**Run 1: placed cells, one color a class**

(8 px per um) Fill, decap, tap and diode cells in gray.
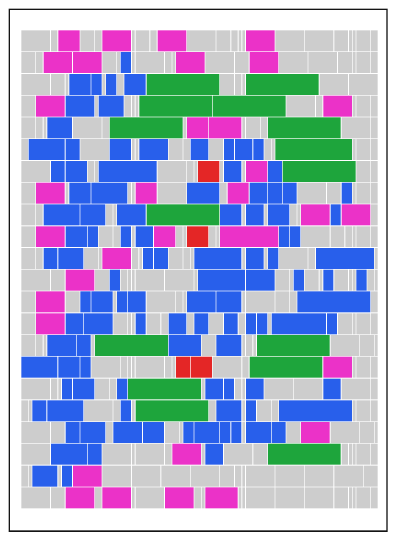
**Run 1: power grid**

(6 px per um) Pins as bars on the die edge.
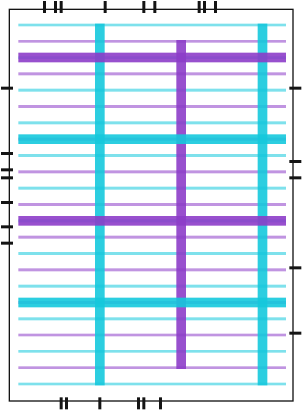
**Run 1: track usage over the die**

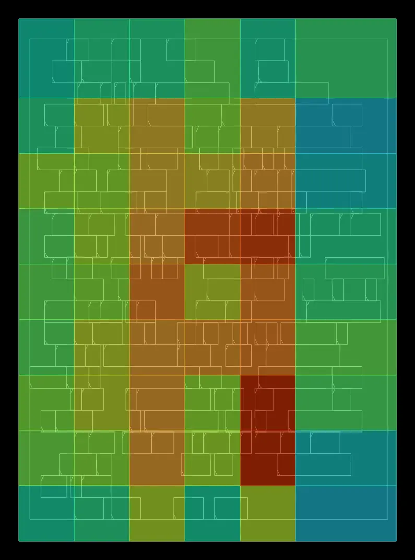
**Run 1: clock wires, drivers and flops**

(10 px per um)
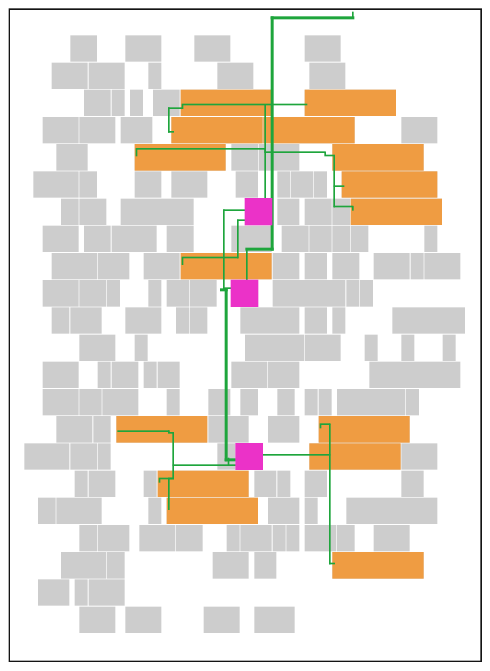
[src/rtl/counter_updn_cfg.sv]
// counter_updn_cfg: parametrised up/down event counter with selectable
// boundary policy (0 = sticky halt, 1 = wrap, 2 = saturate), synchronous
// clear/load, sticky overflow/underflow flags and a registered boundary pulse.
module counter_updn_cfg #(
    parameter int unsigned WIDTH = 8,
    parameter int unsigned MODE  = 0
) (
    input  logic             clk,
    input  logic             rst_n,
    input  logic             clr,
    input  logic             load,
    input  logic [WIDTH-1:0] load_val,
    input  logic             act,
    input  logic             up_dwn_n,
    output logic [WIDTH-1:0] count,
    output logic             ovflw,
    output logic             undflw,
    output logic             bnd_evt,
    output logic             halted,
    output logic             busy
);

    localparam int unsigned STATE_W = 4;
    localparam int unsigned S_IDLE  = 0;
    localparam int unsigned S_CNTUP = 1;
    localparam int unsigned S_CNTDN = 2;
    localparam int unsigned S_HALT  = 3;

    localparam logic [STATE_W-1:0] ST_IDLE  = STATE_W'(1) << S_IDLE;
    localparam logic [STATE_W-1:0] ST_CNTUP = STATE_W'(1) << S_CNTUP;
    localparam logic [STATE_W-1:0] ST_CNTDN = STATE_W'(1) << S_CNTDN;
    localparam logic [STATE_W-1:0] ST_HALT  = STATE_W'(1) << S_HALT;

    localparam logic [WIDTH-1:0] CNT_ONE = WIDTH'(1);

    logic [STATE_W-1:0] state_q;
    logic [STATE_W-1:0] state_d;
    logic [WIDTH-1:0]   count_d;
    logic               ovflw_d;
    logic               undflw_d;
    logic               bnd_evt_d;

    logic state_ok;
    logic at_max;
    logic at_zero;
    logic bnd_step;

    // Boundary detection and one-hot legality of the current state.
    always_comb begin
        state_ok = $onehot(state_q);
        at_max   = (count == '1);
        at_zero  = (count == '0);
        bnd_step = act && (up_dwn_n ? at_max : at_zero);
    end

    // State register.
    always_ff @(posedge clk or negedge rst_n) begin
        if (!rst_n) begin
            state_q <= ST_IDLE;
        end else begin
            state_q <= state_d;
        end
    end

    // Next-state logic: clr/load and illegal encodings return to IDLE, HALT is sticky.
    always_comb begin
        state_d = state_q;
        if (clr || load || !state_ok) begin
            state_d = ST_IDLE;
        end else if (state_q[S_HALT]) begin
            state_d = ST_HALT;
        end else if (!act) begin
            state_d = ST_IDLE;
        end else if (bnd_step && (MODE == 0)) begin
            state_d = ST_HALT;
        end else if (up_dwn_n) begin
            state_d = ST_CNTUP;
        end else begin
            state_d = ST_CNTDN;
        end
    end

    // Next values of the count, sticky flags and boundary pulse.
    always_comb begin
        count_d   = count;
        ovflw_d   = ovflw;
        undflw_d  = undflw;
        bnd_evt_d = 1'b0;
        if (clr) begin
            count_d  = '0;
            ovflw_d  = 1'b0;
            undflw_d = 1'b0;
        end else if (load) begin
            count_d  = load_val;
            ovflw_d  = 1'b0;
            undflw_d = 1'b0;
        end else if (!state_ok || state_q[S_HALT] || !act) begin
            count_d = count;
        end else if (bnd_step) begin
            bnd_evt_d = 1'b1;
            if (up_dwn_n) begin
                ovflw_d = 1'b1;
            end else begin
                undflw_d = 1'b1;
            end
            // Only the wrap policy moves past the boundary; natural modulo arithmetic does it.
            if (MODE == 1) begin
                count_d = up_dwn_n ? (count + CNT_ONE) : (count - CNT_ONE);
            end
        end else begin
            count_d = up_dwn_n ? (count + CNT_ONE) : (count - CNT_ONE);
        end
    end

    // Datapath registers.
    always_ff @(posedge clk or negedge rst_n) begin
        if (!rst_n) begin
            count   <= '0;
            ovflw   <= 1'b0;
            undflw  <= 1'b0;
            bnd_evt <= 1'b0;
        end else begin
            count   <= count_d;
            ovflw   <= ovflw_d;
            undflw  <= undflw_d;
            bnd_evt <= bnd_evt_d;
        end
    end

    // Status decoded straight from the state flops.
    assign halted = state_q[S_HALT];
    assign busy   = state_q[S_CNTUP] | state_q[S_CNTDN];

endmodule
[config.mk]
export PLATFORM = sky130hd
export DESIGN_NAME = counter_updn_cfg
export DESIGN_NICKNAME = d
export VERILOG_FILES = /design/src/rtl/counter_updn_cfg.sv
export SDC_FILE = /design/constraint.sdc
export NUM_CORES = 1
export LEC_CHECK = 0
export CAP_MARGIN = 25
export CORE_ASPECT_RATIO = 1.4
export CORE_UTILIZATION = 40
export CTS_BUF_LIST = sky130_fd_sc_hd__clkbuf_4
export CTS_CLUSTER_SIZE = 24
export DETAILED_ROUTE_END_ITERATION = 7
export GPL_TIMING_DRIVEN = 0
export PLACE_DENSITY_LB_ADDON = 0.12
export SYNTH_ARGS = -nofsm -noshare
export SYNTH_HDL_FRONTEND = slang
export SYNTH_SLANG_ARGS = --single-unit
export TNS_END_PERCENT = 50
[constraint.sdc]
create_clock -name clk -period 2.6 [get_ports clk]
set_input_delay 0.65 -clock clk [delete_from_list [all_inputs] [get_ports clk]]
set_output_delay 0.65 -clock clk [all_outputs]
set_load 0.01 [all_outputs]
==> results.py, run 1 <==
# Synthesis and PnR figures
metrics = {
    "status": {
        "outcome": "finished with violations",
        "failed_checks": "setup timing",
    },
    "power": {
        "post-layout-total-power_uw": 698,
        "intPower_uw": 463,
        "combPwrFrac_pct": 42.0,
        "powerDensity_nw_per_um2": 446,
        "seqPwrFrac_pct": 39.2,
        "seq_power_uw": 273,
        "pwr-share-clk_pct": 18.8,
        "powerComb_uw": 293,
        "sw_share_pct": 33.7,
        "power.switching_uw": 235,
        "power.group.top": "combinational cells",
        "power.static_leakage_nw": 0.670,
    },
    "cells_and_area": {
        "antenna-diode-count": 0,
        "layout.buffer.nonclock.area_share_pct": 21.0,
        "nMultiInputCombCells": 100,
        "proportion_of_cell_area_occupied_by_multi_input_gates_pct": 48.4,
        "layout.nets": 184,
        "layout.area.seq_um2": 377,
        "layout_top_cell": "sky130_fd_sc_hd__clkdlybuf4s50_1",
        "final.signal_inverter_count": 7,
        "most-common-layout-cells": "24 x sky130_fd_sc_hd__clkdlybuf4s50_1, 17 x sky130_fd_sc_hd__nor2_1, 14 x sky130_fd_sc_hd__dfrtp_1",
        "seq-cell-share_pct": 24.1,
        "final_design_area_no_fill_um2": 1560,
        "ff_count": 15,
        "clock_cell_share_pct": 1.76,
        "layout.filler_cells": 245,
        "final.signal_buffer_count": 33,
        "clock_buffer_count": 3,
        "final-comb-area_um2": 757,
        "largestClassByArea": "combinational gates",
        "areaGrowthSynthToFinish_pct": 37.7,
        "final_cell_count_no_fill": 195,
        "share_of_post_route_cells_with_drive_strength_above_1_pct": 18.9,
    },
    "final_timing": {
        "post-route-period-util_pct": 101,
        "max_freq_mhz": 382,
        "slew-limit-headroom_pct": 55.7,
        "hold_slack_ps": 526,
        "final.setup.worst_slack_ps": -18.9,
        "setup_viol_count_final": 1,
        "final.setup.tns_ps": -18.9,
        "clock_period_minus_final_worst_setup_slack_ps": 2620,
        "timing_worst_slew_pin_value_ps": 663,
        "finalMaxSlewViolations": 0,
        "unrepaired_setup_endpoints_after_global_routing": "true",
        "hold_viol": 0,
    },
    "floorplanning": {
        "core_area_um2": 2670,
        "initial_utilization_pct": 42.5,
        "boundaryPins": 27,
        "floorplan.tapcells": 36,
        "chip_area_um2": 3060,
    },
    "placement": {
        "dpl.hpwl_mm": 2.05,
        "placed_cells_incl_taps": 185,
        "dp_worst_setup_slack_ps": -658,
        "postPlaceCellArea_um2": 1450,
        "portBuffers": 25,
        "place.gp.congestion": 0.751,
    },
    "routing": {
        "route.detailed.drc": 0,
        "drt_iter0_markers": 6,
        "routed_via_density": 5.34,
        "detailedRoute.firstPassIterationCount": 4,
        "ant_nets": 0,
        "routed_length_per_instance_um": 13.5,
        "dr_total_vias": 1041,
        "totalWireLength_mm": 2.62,
    },
    "yosys": {
        "synthFlopType": "sky130_fd_sc_hd__dfrtp_1",
        "yosys_warnings": 0,
        "synth-seq-area-share_pct": 33.1,
        "yosys_top_cell_by_area": "sky130_fd_sc_hd__dfrtp_1",
        "yosys.area.top_type_share_pct": 30.8,
        "netlist_top_cells_count": "17 x sky130_fd_sc_hd__nor2_1, 14 x sky130_fd_sc_hd__dfrtp_1, 11 x sky130_fd_sc_hd__nand2_1, 8 x sky130_fd_sc_hd__ha_1",
        "ys_area_um2": 1140,
        "synth.yosys.num_cells": 124,
        "syn-num-nets": 148,
        "netlist-cell-type-count": 41,
        "syn-cell-area_um2": 1140,
        "yosys.cell_count.top_type": "sky130_fd_sc_hd__nor2_1",
        "synthTopCellsByArea": "sky130_fd_sc_hd__dfrtp_1 31%, sky130_fd_sc_hd__ha_1 8.8%, sky130_fd_sc_hd__nor2_1 5.6%, sky130_fd_sc_hd__xnor2_1 3.9%, sky130_fd_sc_hd__nand2_1 3.6%",
        "synth-edff-count": 0,
        "postSynth.asyncResetShare_pct": 100,
        "synthCells": 124,
        "syn_area_per_cell_um2": 9.16,
        "ys_ff": 15,
    },
    "hold_path": {
        "hold_path_class": "flip-flop to flip-flop",
        "hold_path_depth": 2,
        "min_to": "ovflw",
        "hold_path.startpoint": "ovflw",
    },
    "critical_path": {
        "worst-endpoint-required_ps": 2770,
        "kind_of_cell_adding_the_most_delay_to_the_critical_path": "adder cells",
        "r2r_start": "state_q[0]",
        "worstPathArrival_ps": 2790,
        "slowest_delay_ps": 540,
        "timing.critical_path.cells": "inv_2 -> fa_1 -> inv_2 -> ha_4 -> ha_4 -> nor3b_4 -> nand2_2 -> nor3_4 -> buf_12 -> nor2_1 -> a221o_1",
        "critical_path_buf_inv_count": 3,
        "timing.reg2reg.worst_path_depth": 11,
        "cp-end-kind": "flip-flop",
        "worstSetupStartpointType": "flip-flop",
        "cp_max_fo": 7,
        "r2r-end": "count[5]",
        "crit_type": "flip-flop to flip-flop",
        "critical-path-slowest-cell": "sky130_fd_sc_hd__dfstp_2",
        "reg2reg_slack_ps": -20,
    },
    "clocking": {
        "clkTransAtPathRegs_ps": 90,
        "cts_num_sinks": 15,
        "tritoncts": "built",
        "hold_buffers": 0,
        "clock_tree.buffer_depth": 2,
        "worst_skew_pair.late_latency_ps": 280,
        "cts_made_buffers": 3,
        "clock_tree.htree_level_count": 1,
        "clk_root_buffer_cell": "sky130_fd_sc_hd__clkbuf_4",
    },
    "flow_run": {
        "drv.max_cap_violation_count": 0,
        "log.warning_count": 27,
    },
    "global_routing": {
        "gr-total-overflow": 0,
        "gr-usage-all-layers_pct": 19.4,
        "grt_first_pass_wirelength_mm": 4.31,
        "antenna_violations_before_repair": 0,
        "grt_pass1_vias": 1026,
        "grt_start_max_net_pins": 16,
    },
}
-- 'placed cells, one color a class' (at the start) --
Key: green = flip-flops [cells 15, share of their area 25%]; blue = all other logic [cells 107, share of their area 52%]; red = clock drivers and dummy loads [cells 4, share of their area 1.8%]; magenta = other buffers and delay cells [cells 33, share of their area 22%]
final design utilization: 58.6%
floorplan row count: 22

-- 'power grid' (at the start) --
Key: cyan = VSS; purple = VDD
27 signal pins sit on the boundary. 4 straps on met5.
height of the chip: 65.1 um
die boundary width: 47.0 um
worst ir drop on vdd: 0.000263 V

-- 'track usage over the die' (at the start) --
met2 GRT Util: 34.4%
met3 Track Usage GR: 1.39%
met1 usage: 22.6%

-- 'clock wires, drivers and flops' (at the start) --
Key: orange = flip-flops [count 15]; green = clock wires [length 186 um]; magenta = cells driving clock nets [count 3]
There are 4 routed clock nets.
clock network power consumption: 131 uW
Layout Skew: 8.16 ps

## run 1: worst max-delay path by stage
stage               startpoint       end  slack, ps  depth (start not counted)
floorplan           state_q[0]  count[5]         40                         10
global placement      up_dwn_n  count[6]       -600                          8
detailed placement    up_dwn_n  count[6]       -660                          8
CTS                 state_q[0]  count[3]          4                         11
global route        state_q[0]  count[1]       -140                         11
finish              state_q[0]  count[5]        -20                         11
## run 1: routing by layer
| layer | share of wire, % | GRT usage (%) | wire length, um | up-vias |
|---|---|---|---|---|
| li1 | - | - | - | 521 |
| met1 | 39 | 22.6 | 1020 | 496 |
| met2 | 56 | 34.4 | 1470 | 18 |
| met3 | 3.0 | 1.39 | 80 | 6 |
| met4 | 2.1 | 8.57 | 55 | 0 |
| met5 | 0 | 0 | 0 | - |
## run 1: state kept, by name, indices dropped and copies added, names as in the netlist
name / flops
bnd_evt: 1
state_q: 4
undflw: 1
ovflw: 1
count: 8
## run 1: timing repair
| action | CTS | global route |
|---|---|---|
| setup endpoints to repair | 8 | 8 |
| hold endpoints to repair | 0 | 0 |
| pin swaps | 1 | 10 |
| buffers inserted | 4 | 2 |
| resized | 5 | 4 |
## run 1: cell families after synthesis
family | count (synthesis) | share of synthesized area, %
AND/OR/NAND/NOR | 51 | 25.9
AND-OR/OR-AND | 29 | 16.9
flip-flops | 15 | 33.2
adder cells (fa/ha/maj) | 10 | 12.3
buffers and inverters | 9 | 3.63
XOR/XNOR | 6 | 4.63
multiplexers | 4 | 3.52
## run 1: worst register-to-register path, delay by kind of cell, from the launching register on
kind,cells,cell delay (ps)
AND/OR/NAND/NOR,4,610
buffers and inverters,3,240
adder cells (fa/ha/maj),3,870
AND-OR/OR-AND,1,250
flip-flops,1,540
==> run 2, diff against run 1 <==
SKIP_CTS_REPAIR_TIMING = 1   (was default)
**Run 2: placed cells, one color a class**

(8 px per um) Fill, decap, tap and diode cells in gray.
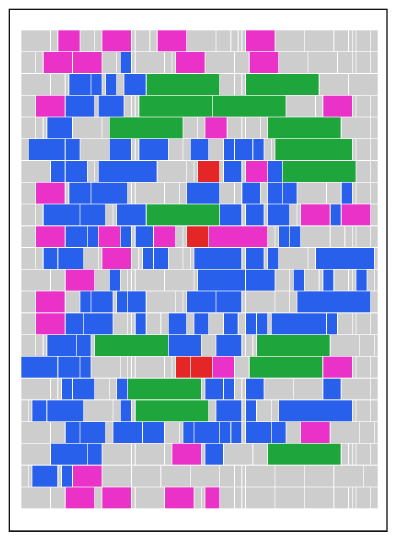
Key: green = flip-flops [cells 15, share of their area 25%]; magenta = other buffers and delay cells [cells 32, share of their area 21%]; blue = all other logic [cells 107, share of their area 52%]; red = clock drivers and dummy loads [cells 4, share of their area 1.8%]
final design utilization: 57.9%
area of the core region: 2670 um^2
design area: 1550 um^2
proportion of cell area occupied by registers: 24.4%

**Run 2: power grid**

(6 px per um) Pins as bars on the die edge.
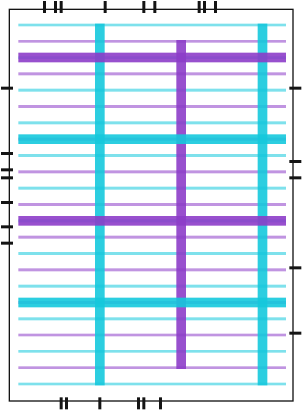
Key: cyan = VSS; purple = VDD
27 signal pins sit on the boundary. 3 straps on met4.
worst ir drop on vdd: 0.000288 V

==> run 2 against run 1 <==
  * The run now ends clean
  * Register-to-register slack better by 90 ps
  * Area after synthesis stayed put
  * First-iteration DRC count is 33% higher
  * Sequential share of layout area is 0.27 points higher
  * Global-route usage is 0.49 points lower
  * Cell count is 0.51% lower
  * Critical endpoint unchanged
==> results.py, run 2 <==
# Synthesis and PnR figures
metrics = {
    "status": {
        "outcome": "finished, final reports clean",
    },
    "critical_path": {
        "cp_max_fo": 8,
        "timing.reg2reg.worst_path_depth": 11,
        "r2r-end": "count[5]",
        "worst-endpoint-required_ps": 2770,
        "cp-end-kind": "flip-flop",
        "worstSetupStartpointType": "flip-flop",
        "setup.worst_path.end": "count[5]",
        "crit_type": "flip-flop to flip-flop",
    },
    "power": {
        "pwr-share-clk_pct": 19.2,
        "powerDensity_nw_per_um2": 448,
        "seqPwrFrac_pct": 39.5,
        "power.switching_uw": 235,
        "intPower_uw": 458,
        "post-layout-total-power_uw": 693,
        "combPwrFrac_pct": 41.3,
    },
    "cells_and_area": {
        "clock_cell_share_pct": 1.78,
        "ff_count": 15,
        "final_cell_count_no_fill": 194,
        "layout.area.seq_um2": 377,
        "clock_buffer_count": 3,
        "max_flop_register": "count",
        "final.signal_buffer_count": 32,
        "nMultiInputCombCells": 100,
        "largestClassByArea": "combinational gates",
        "largestRegisters": "count x8, state_q x4",
        "antenna-diode-count": 0,
        "layout.buffer.nonclock.area_share_pct": 20.1,
        "areaGrowthSynthToFinish_pct": 36.1,
        "largest_reg_flops": 8,
        "layout.filler_cells": 249,
    },
    "hold_path": {
        "min_to": "undflw",
        "hold_path_depth": 2,
    },
    "yosys": {
        "synthCells": 124,
        "synthTopCellsByArea": "sky130_fd_sc_hd__dfrtp_1 31%, sky130_fd_sc_hd__ha_1 8.8%, sky130_fd_sc_hd__nor2_1 5.6%, sky130_fd_sc_hd__xnor2_1 3.9%, sky130_fd_sc_hd__nand2_1 3.6%",
        "yosys.area.top_type_share_pct": 30.8,
        "postSynth.asyncResetShare_pct": 100,
        "yosys_top_cell_by_area": "sky130_fd_sc_hd__dfrtp_1",
        "syn_area_per_cell_um2": 9.16,
        "syn-num-nets": 148,
        "synthFlopType": "sky130_fd_sc_hd__dfrtp_1",
        "netlist_top_cells_count": "17 x sky130_fd_sc_hd__nor2_1, 14 x sky130_fd_sc_hd__dfrtp_1, 11 x sky130_fd_sc_hd__nand2_1, 8 x sky130_fd_sc_hd__ha_1",
        "yosys_warnings": 0,
        "synth-seq-area-share_pct": 33.1,
        "synth.yosys.num_cells": 124,
        "yosys.cell_count.top_type": "sky130_fd_sc_hd__nor2_1",
    },
    "clocking": {
        "clock_tree.buffer_depth": 2,
        "clk_root_buffer_cell": "sky130_fd_sc_hd__clkbuf_4",
        "tritoncts": "built",
        "cts_num_sinks": 15,
        "clock_tree.htree_level_count": 1,
        "clkTransAtPathRegs_ps": 100,
        "cts_made_buffers": 3,
    },
    "floorplanning": {
        "die.size.x_um": 47.0,
        "boundaryPins": 27,
        "initial_utilization_pct": 42.5,
        "floorplan.tapcells": 36,
        "die_h_um": 65.1,
        "chip_area_um2": 3060,
        "core.rowCount": 22,
    },
    "final_timing": {
        "final.setup.worst_slack_ps": 68.9,
        "hold_slack_ps": 528,
        "setup_viol_count_final": 0,
        "final.setup.tns_ps": 0,
        "max_freq_mhz": 395,
        "fin_worst_skew_ps": 10.8,
        "slew-limit-headroom_pct": 55.7,
        "timing_worst_slew_pin_value_ps": 662,
        "finalMaxSlewViolations": 0,
        "hold_viol": 0,
    },
    "routing": {
        "dr_total_vias": 1032,
        "totalWireLength_mm": 2.63,
        "drt_iter0_markers": 8,
        "routed_length_per_instance_um": 13.6,
        "routed_via_density": 5.32,
        "route.detailed.drc": 0,
        "ant_nets": 0,
        "detailedRoute.firstPassIterationCount": 4,
    },
    "global_routing": {
        "antenna_violations_before_repair": 0,
        "gr-usage-all-layers_pct": 19.0,
        "grt_pass1_vias": 1015,
        "grt_start_max_net_pins": 16,
        "grt_first_pass_wirelength_mm": 4.23,
        "gr-total-overflow": 0,
    },
    "placement": {
        "portBuffers": 25,
        "postPlaceCellArea_um2": 1450,
        "place.gp.congestion": 0.751,
        "dp_worst_setup_slack_ps": -658,
        "dpl.hpwl_mm": 2.05,
        "placed_cells_incl_taps": 185,
    },
    "flow_run": {
        "drv.max_cap_violation_count": 0,
    },
}
run 2: routing by layer:
metal | routed length [um] | GRT usage (%)
met5 | 0 | 0
met4 | 55 | 8.57
met3 | 80 | 1.39
met2 | 1420 | 33.3
met1 | 1070 | 22.1
run 2: worst max-delay path, cell delays in order, from the launching register on:
cell	delay, ps
sky130_fd_sc_hd__dfstp_2	540
sky130_fd_sc_hd__inv_2	30
sky130_fd_sc_hd__fa_1	490
sky130_fd_sc_hd__inv_2	50
sky130_fd_sc_hd__ha_4	160
sky130_fd_sc_hd__ha_4	220
sky130_fd_sc_hd__nor3b_4	220
sky130_fd_sc_hd__nand2_2	110
sky130_fd_sc_hd__nor3_4	160
sky130_fd_sc_hd__buf_12	150
sky130_fd_sc_hd__nor2_1	40
sky130_fd_sc_hd__a221o_1	250
run 2: power groups by stage:
stage / sequential (mW) / combinational [mW] / clock (mW)
5_1_grt: 0.277 / 0.318 / 0.147
6_report: 0.274 / 0.286 / 0.133
3_5_place_dp: 0.278 / 0.265 / 0
2_1_floorplan: 0.279 / 0.171 / 0
4_1_cts: 0.274 / 0.266 / 0.134
3_3_place_gp: 0.277 / 0.258 / 0
run 2: cells by family (layout without fill, tap and decap cells):
| kind of cell | Yosys count | in the layout | share of synthesized area, % |
|---|---|---|---|
| flops | 15 | 15 | 33.2 |
| compound gates | 29 | 29 | 16.9 |
| mux | 4 | 4 | 3.52 |
| xor+xnor | 6 | 6 | 4.63 |
| simple gates | 51 | 51 | 25.9 |
| buf+inv | 9 | 43 | 3.63 |
| fa+ha+maj | 10 | 10 | 12.3 |
Power is estimated from default activity; no workload was simulated.
